## src/rtl/uart_rx_core.sv

```systemverilog
// Purpose: UART receiver. Synchronises rx, samples each bit at mid-bit and deserialises LSB-first.
// Latency: valid rises 1 clk after the mid-point of the last stop bit, plus SYNC_STAGES clk of input delay.
// Backpressure: holds one word on valid/ready; a good word that completes while valid & !ready is dropped and overrun pulses.
//
// Ports:
//   clk, rst_n            system clock (posedge), asynchronous active-low reset
//   rx                    serial line, idle high, asynchronous to clk
//   data/valid/ready      received word and its handshake (data stable while valid=1)
//   busy                  receiver is inside a frame (FSM not idle)
//   frame_err             1-cycle pulse: a sampled stop bit was 0
//   parity_err            1-cycle pulse: parity mismatch (always 0 unless UART_RX_PARITY_EN)
//   overrun               1-cycle pulse: good word completed while valid & !ready
//
// Optional feature macro: UART_RX_PARITY_EN adds one parity bit between data and stop bits;
// PARITY_ODD selects odd (1) or even (0) parity when it is defined.

module uart_rx_core #(
    parameter int CYCLES_PER_BIT = 10416,
    parameter int DATA_BITS      = 8,
    parameter int STOP_BITS      = 1,
    parameter int SYNC_STAGES    = 2,
    parameter int PARITY_ODD     = 0
) (
    input  logic                 clk,
    input  logic                 rst_n,
    input  logic                 rx,
    output logic [DATA_BITS-1:0] data,
    output logic                 valid,
    input  logic                 ready,
    output logic                 busy,
    output logic                 frame_err,
    output logic                 parity_err,
    output logic                 overrun
);

    localparam int CW   = $clog2(CYCLES_PER_BIT);
    localparam int BW   = $clog2(DATA_BITS);
    localparam int HALF = CYCLES_PER_BIT / 2;

    localparam logic [CW-1:0] CNT_LAST = CW'(CYCLES_PER_BIT - 1);
    localparam logic [CW-1:0] CNT_MID  = CW'(HALF - 1);
    localparam logic [BW-1:0] BIT_LAST = BW'(DATA_BITS - 1);
    localparam logic          STOP_LAST = 1'(STOP_BITS - 1);

    // Out-of-range parameters stop elaboration rather than build a broken receiver.
    if (CYCLES_PER_BIT < 4 || DATA_BITS < 5 || DATA_BITS > 9 ||
        STOP_BITS < 1 || STOP_BITS > 2 || SYNC_STAGES < 2 ||
        PARITY_ODD < 0 || PARITY_ODD > 1) begin : g_bad_params
        $error("uart_rx_core: parameter out of range");
    end

`ifdef UART_RX_PARITY_EN
    typedef enum logic [2:0] {
        S_IDLE   = 3'd0,
        S_START  = 3'd1,
        S_DATA   = 3'd2,
        S_PARITY = 3'd3,
        S_STOP   = 3'd4
    } state_t;
`else
    typedef enum logic [1:0] {
        S_IDLE  = 2'd0,
        S_START = 2'd1,
        S_DATA  = 2'd2,
        S_STOP  = 2'd3
    } state_t;
`endif

    // ------------------------------------------------------------------
    // State
    // ------------------------------------------------------------------
    logic [SYNC_STAGES-1:0] sync_q,     sync_d;
    state_t                 state_q,    state_d;
    logic [CW-1:0]          cnt_q,      cnt_d;
    logic [BW-1:0]          bit_idx_q,  bit_idx_d;
    logic                   stop_idx_q, stop_idx_d;
    logic [DATA_BITS-1:0]   shreg_q,    shreg_d;
    logic                   stop_bad_q, stop_bad_d;
    logic [DATA_BITS-1:0]   data_q,     data_d;
    logic                   valid_q,    valid_d;
    logic                   frame_err_q,  frame_err_d;
    logic                   parity_err_q, parity_err_d;
    logic                   overrun_q,    overrun_d;
`ifdef UART_RX_PARITY_EN
    logic                   par_bad_q,  par_bad_d;
    logic                   par_exp;
`endif

    logic          rx_s;
    logic [CW-1:0] cnt_inc;
    logic          word_done;
    logic          frame_bad;
    logic          par_bad;

    assign rx_s    = sync_q[SYNC_STAGES-1];
    // Free-running bit-period counter wraps at the end of each bit period.
    assign cnt_inc = (cnt_q == CNT_LAST) ? '0 : cnt_q + CW'(1);

    // ------------------------------------------------------------------
    // Next-state logic
    // ------------------------------------------------------------------
    always_comb begin
        sync_d       = {sync_q[SYNC_STAGES-2:0], rx};
        state_d      = state_q;
        cnt_d        = cnt_q;
        bit_idx_d    = bit_idx_q;
        stop_idx_d   = stop_idx_q;
        shreg_d      = shreg_q;
        stop_bad_d   = stop_bad_q;
        data_d       = data_q;
        valid_d      = valid_q;
        frame_err_d  = 1'b0;
        parity_err_d = 1'b0;
        overrun_d    = 1'b0;
        word_done    = 1'b0;
        frame_bad    = 1'b0;
        par_bad      = 1'b0;
`ifdef UART_RX_PARITY_EN
        par_bad_d    = par_bad_q;
        par_exp      = (PARITY_ODD != 0) ? ~^shreg_q : ^shreg_q;
`endif

        case (state_q)
            S_IDLE: begin
                cnt_d      = '0;
                stop_bad_d = 1'b0;
`ifdef UART_RX_PARITY_EN
                par_bad_d  = 1'b0;
`endif
                if (!rx_s) begin
                    state_d = S_START;
                end
            end

            S_START: begin
                cnt_d = cnt_inc;
                if (cnt_q == CNT_MID) begin
                    if (rx_s) begin
                        // Line went back high before mid-start: glitch, ignore silently.
                        state_d = S_IDLE;
                    end else begin
                        state_d   = S_DATA;
                        cnt_d     = '0;
                        bit_idx_d = '0;
                    end
                end
            end

            S_DATA: begin
                cnt_d = cnt_inc;
                if (cnt_q == CNT_LAST) begin
                    // Shift in from the top so the first bit ends up in bit 0.
                    shreg_d = {rx_s, shreg_q[DATA_BITS-1:1]};
                    if (bit_idx_q == BIT_LAST) begin
                        stop_idx_d = 1'b0;
`ifdef UART_RX_PARITY_EN
                        state_d    = S_PARITY;
`else
                        state_d    = S_STOP;
`endif
                    end else begin
                        bit_idx_d = bit_idx_q + BW'(1);
                    end
                end
            end

`ifdef UART_RX_PARITY_EN
            S_PARITY: begin
                cnt_d = cnt_inc;
                if (cnt_q == CNT_LAST) begin
                    par_bad_d = (rx_s != par_exp);
                    state_d   = S_STOP;
                end
            end
`endif

            S_STOP: begin
                cnt_d = cnt_inc;
                if (cnt_q == CNT_LAST) begin
                    stop_bad_d = stop_bad_q | ~rx_s;
                    if (stop_idx_q == STOP_LAST) begin
                        // Return to idle at mid-stop so the next start edge is caught early.
                        word_done = 1'b1;
                        frame_bad = stop_bad_q | ~rx_s;
                        state_d   = S_IDLE;
                    end else begin
                        stop_idx_d = stop_idx_q + 1'b1;
                    end
                end
            end

            default: begin
                state_d = S_IDLE;
                cnt_d   = '0;
            end
        endcase

`ifdef UART_RX_PARITY_EN
        par_bad = par_bad_q;
`endif

        // Consumer handshake; a good word completing on the same edge overrides below.
        if (valid_q && ready) begin
            valid_d = 1'b0;
        end

        if (word_done) begin
            frame_err_d  = frame_bad;
            parity_err_d = par_bad;
            if (!frame_bad && !par_bad) begin
                if (!valid_q || ready) begin
                    data_d  = shreg_q;
                    valid_d = 1'b1;
                end else begin
                    // Held word still unconsumed: keep it and drop the new one.
                    overrun_d = 1'b1;
                end
            end
        end
    end

    // ------------------------------------------------------------------
    // Registers
    // ------------------------------------------------------------------
    always_ff @(posedge clk or negedge rst_n) begin
        if (!rst_n) begin
            sync_q       <= '1;
            state_q      <= S_IDLE;
            cnt_q        <= '0;
            bit_idx_q    <= '0;
            stop_idx_q   <= 1'b0;
            shreg_q      <= '0;
            stop_bad_q   <= 1'b0;
            data_q       <= '0;
            valid_q      <= 1'b0;
            frame_err_q  <= 1'b0;
            parity_err_q <= 1'b0;
            overrun_q    <= 1'b0;
`ifdef UART_RX_PARITY_EN
            par_bad_q    <= 1'b0;
`endif
        end else begin
            sync_q       <= sync_d;
            state_q      <= state_d;
            cnt_q        <= cnt_d;
            bit_idx_q    <= bit_idx_d;
            stop_idx_q   <= stop_idx_d;
            shreg_q      <= shreg_d;
            stop_bad_q   <= stop_bad_d;
            data_q       <= data_d;
            valid_q      <= valid_d;
            frame_err_q  <= frame_err_d;
            parity_err_q <= parity_err_d;
            overrun_q    <= overrun_d;
`ifdef UART_RX_PARITY_EN
            par_bad_q    <= par_bad_d;
`endif
        end
    end

    assign data       = data_q;
    assign valid      = valid_q;
    assign busy       = (state_q != S_IDLE);
    assign frame_err  = frame_err_q;
    assign parity_err = parity_err_q;
    assign overrun    = overrun_q;

endmodule

```

## config.mk

```make
export PLATFORM = sky130hd
export DESIGN_NAME = uart_rx_core
export DESIGN_NICKNAME = d
export VERILOG_FILES = /design/src/rtl/uart_rx_core.sv
export SDC_FILE = /design/constraint.sdc
export NUM_CORES = 1
export LEC_CHECK = 0
export CAP_MARGIN = 30
export CORE_ASPECT_RATIO = 1.4
export CORE_UTILIZATION = 45
export DETAILED_ROUTE_END_ITERATION = 8
export PLACE_DENSITY = 0.74
export SETUP_SLACK_MARGIN = 0.15
export SLEW_MARGIN = 20
export SYNTH_ARGS = -nofsm -noshare
export SYNTH_HDL_FRONTEND = slang
export SYNTH_SLANG_ARGS = --single-unit
export TNS_END_PERCENT = 20
```

## constraint.sdc

```tcl
create_clock -name clk -period 2.4 [get_ports clk]
set_input_delay 0.48 -clock clk [delete_from_list [all_inputs] [get_ports clk]]
set_output_delay 0.48 -clock clk [all_outputs]
set_load 0.05 [all_outputs]
```

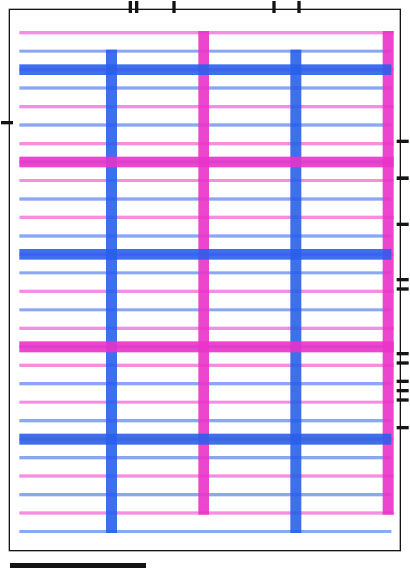
**Above:** power grid.
Scale bar: 20 µm. Pins as bars on the die edge.
VDD -> magenta
VSS -> blue
met1 rails = 28
rows = 27

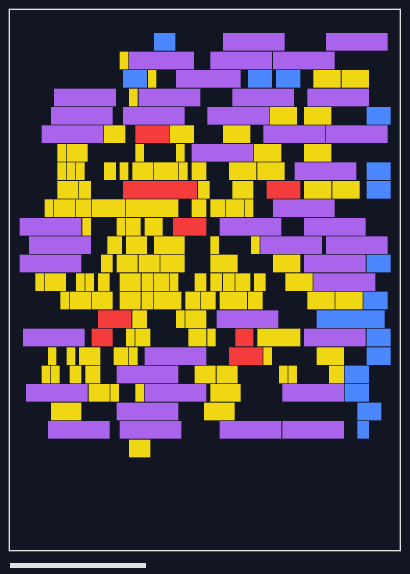
**Above:** cells coloured by class.
Scale bar: 20 µm.
flip-flops -> purple  # cells 41, share of their area 48%
all other logic -> yellow  # cells 115, share of their area 39%
other buffers and delay cells -> blue  # cells 16, share of their area 8.0%
clock drivers and dummy loads -> red  # cells 8, share of their area 5.4%

==> impl_metrics.tcl <==
# metrics dict for downstream scripts
set metrics [dict create \
    status "complete, but fails checks" \
    violations "design-rule violations" \
    aoi_share_pct 4.15 \
    place_ws_ns 0.354 \
    post_cts_buffers 0 \
    combGateArea_um2 821 \
    grt_util_met3_pct 4.38 \
    dr.first_iter.drc_count 48 \
    syn_avg_cell_area_um2 11.8 \
    ys_sh_mux_pct 9.33 \
    drtPass1Iterations 7 \
    crit_chain "ha_1, and4_1, nand4_1, nor2_4, mux2_2" \
    final_area_um2 2200 \
    worst-path-buf-inv 0 \
    cts.sinks 41 \
    drc 5 \
    io-pin-count 17 \
    via_per_inst 5.70 \
    clk_latency_ns 0.30 \
    top_logic_kind "simple AND/OR/NAND/NOR gates" \
    hold_buffers 0 \
    grt_pass1_vias 1303 \
    grt_use_total_pct 16.3 \
    timing.rr.start "cnt_q[0]" \
    simple_gate_area_share_pct 21.5 \
    chipArea_um2 4560 \
    rows 27 \
    setup.worst_path.end "shreg_q[6]" \
    synth_flops 41 \
]
-- kinds of logic after synthesis --
kind of cell / after synthesis
AND-OR/OR-AND: 11
XOR/XNOR: 12
adder cells (fa/ha/maj): 3
buffers and inverters: 12
flip-flops: 41
multiplexers: 16
other: 1
AND/OR/NAND/NOR: 68
-- Yosys cell counts (2+ instances only) --
cell type,n
a211o_1,2
a22o_1,2
and4_1,2
buf_4,3
buf_6,3
dfrtp_1,39
dfstp_2,2
ha_1,3
inv_1,4
mux2_2,16
nand2_1,7
nand3_1,5
nand4_1,5
nor2_1,23
nor2b_1,4
nor3_1,4
nor4_1,2
o21ai_0,2
or4b_1,2
xnor2_1,8
xor2_1,4
-- state kept, by name, summed over array words and instances (netlist names), named ones only --
register and flops:
sync_q 2, frame_err 1, stop_bad_q 1, overrun 1, shreg_q 8, state_q 1
valid 1, cnt_q 14, data 8, bit_idx_q 3
-- power by group --
| part | switching (mW) | total, mW | internal, mW |
|---|---|---|---|
| sequential | 0.00157 | 0.695 | 0.693 |
| combinational | 0.0184 | 0.0283 | 0.00982 |
| clock | 0.246 | 0.557 | 0.311 |
| total | 0.266 | 1.28 | 1.01 |
-- through the flow --
stage	hold WS [ns]	util, %	cells
floorplan	0.184	-	164
global placement	0.347	51.3	214
detailed placement	0.347	51.3	214
CTS	0.324	54.2	222
global route	0.121	54.8	223
finish	0.0967	54.8	223
-- placed cells by master (no fill, tap or decap), types with 3 or more instances in the layout --
master	instances
nor2b_1	4
nand3_1	5
clkbuf_8	5
dfrtp_1	39
mux2_2	16
xnor2_1	8
xor2_1	4
ha_1	3
nor2_1	23
nand2_1	7
clkdlybuf4s50_1	13
nand4_1	5
nor3_1	4
inv_1	4
Power figures rest on the tool's default switching activity, not on a simulated workload.
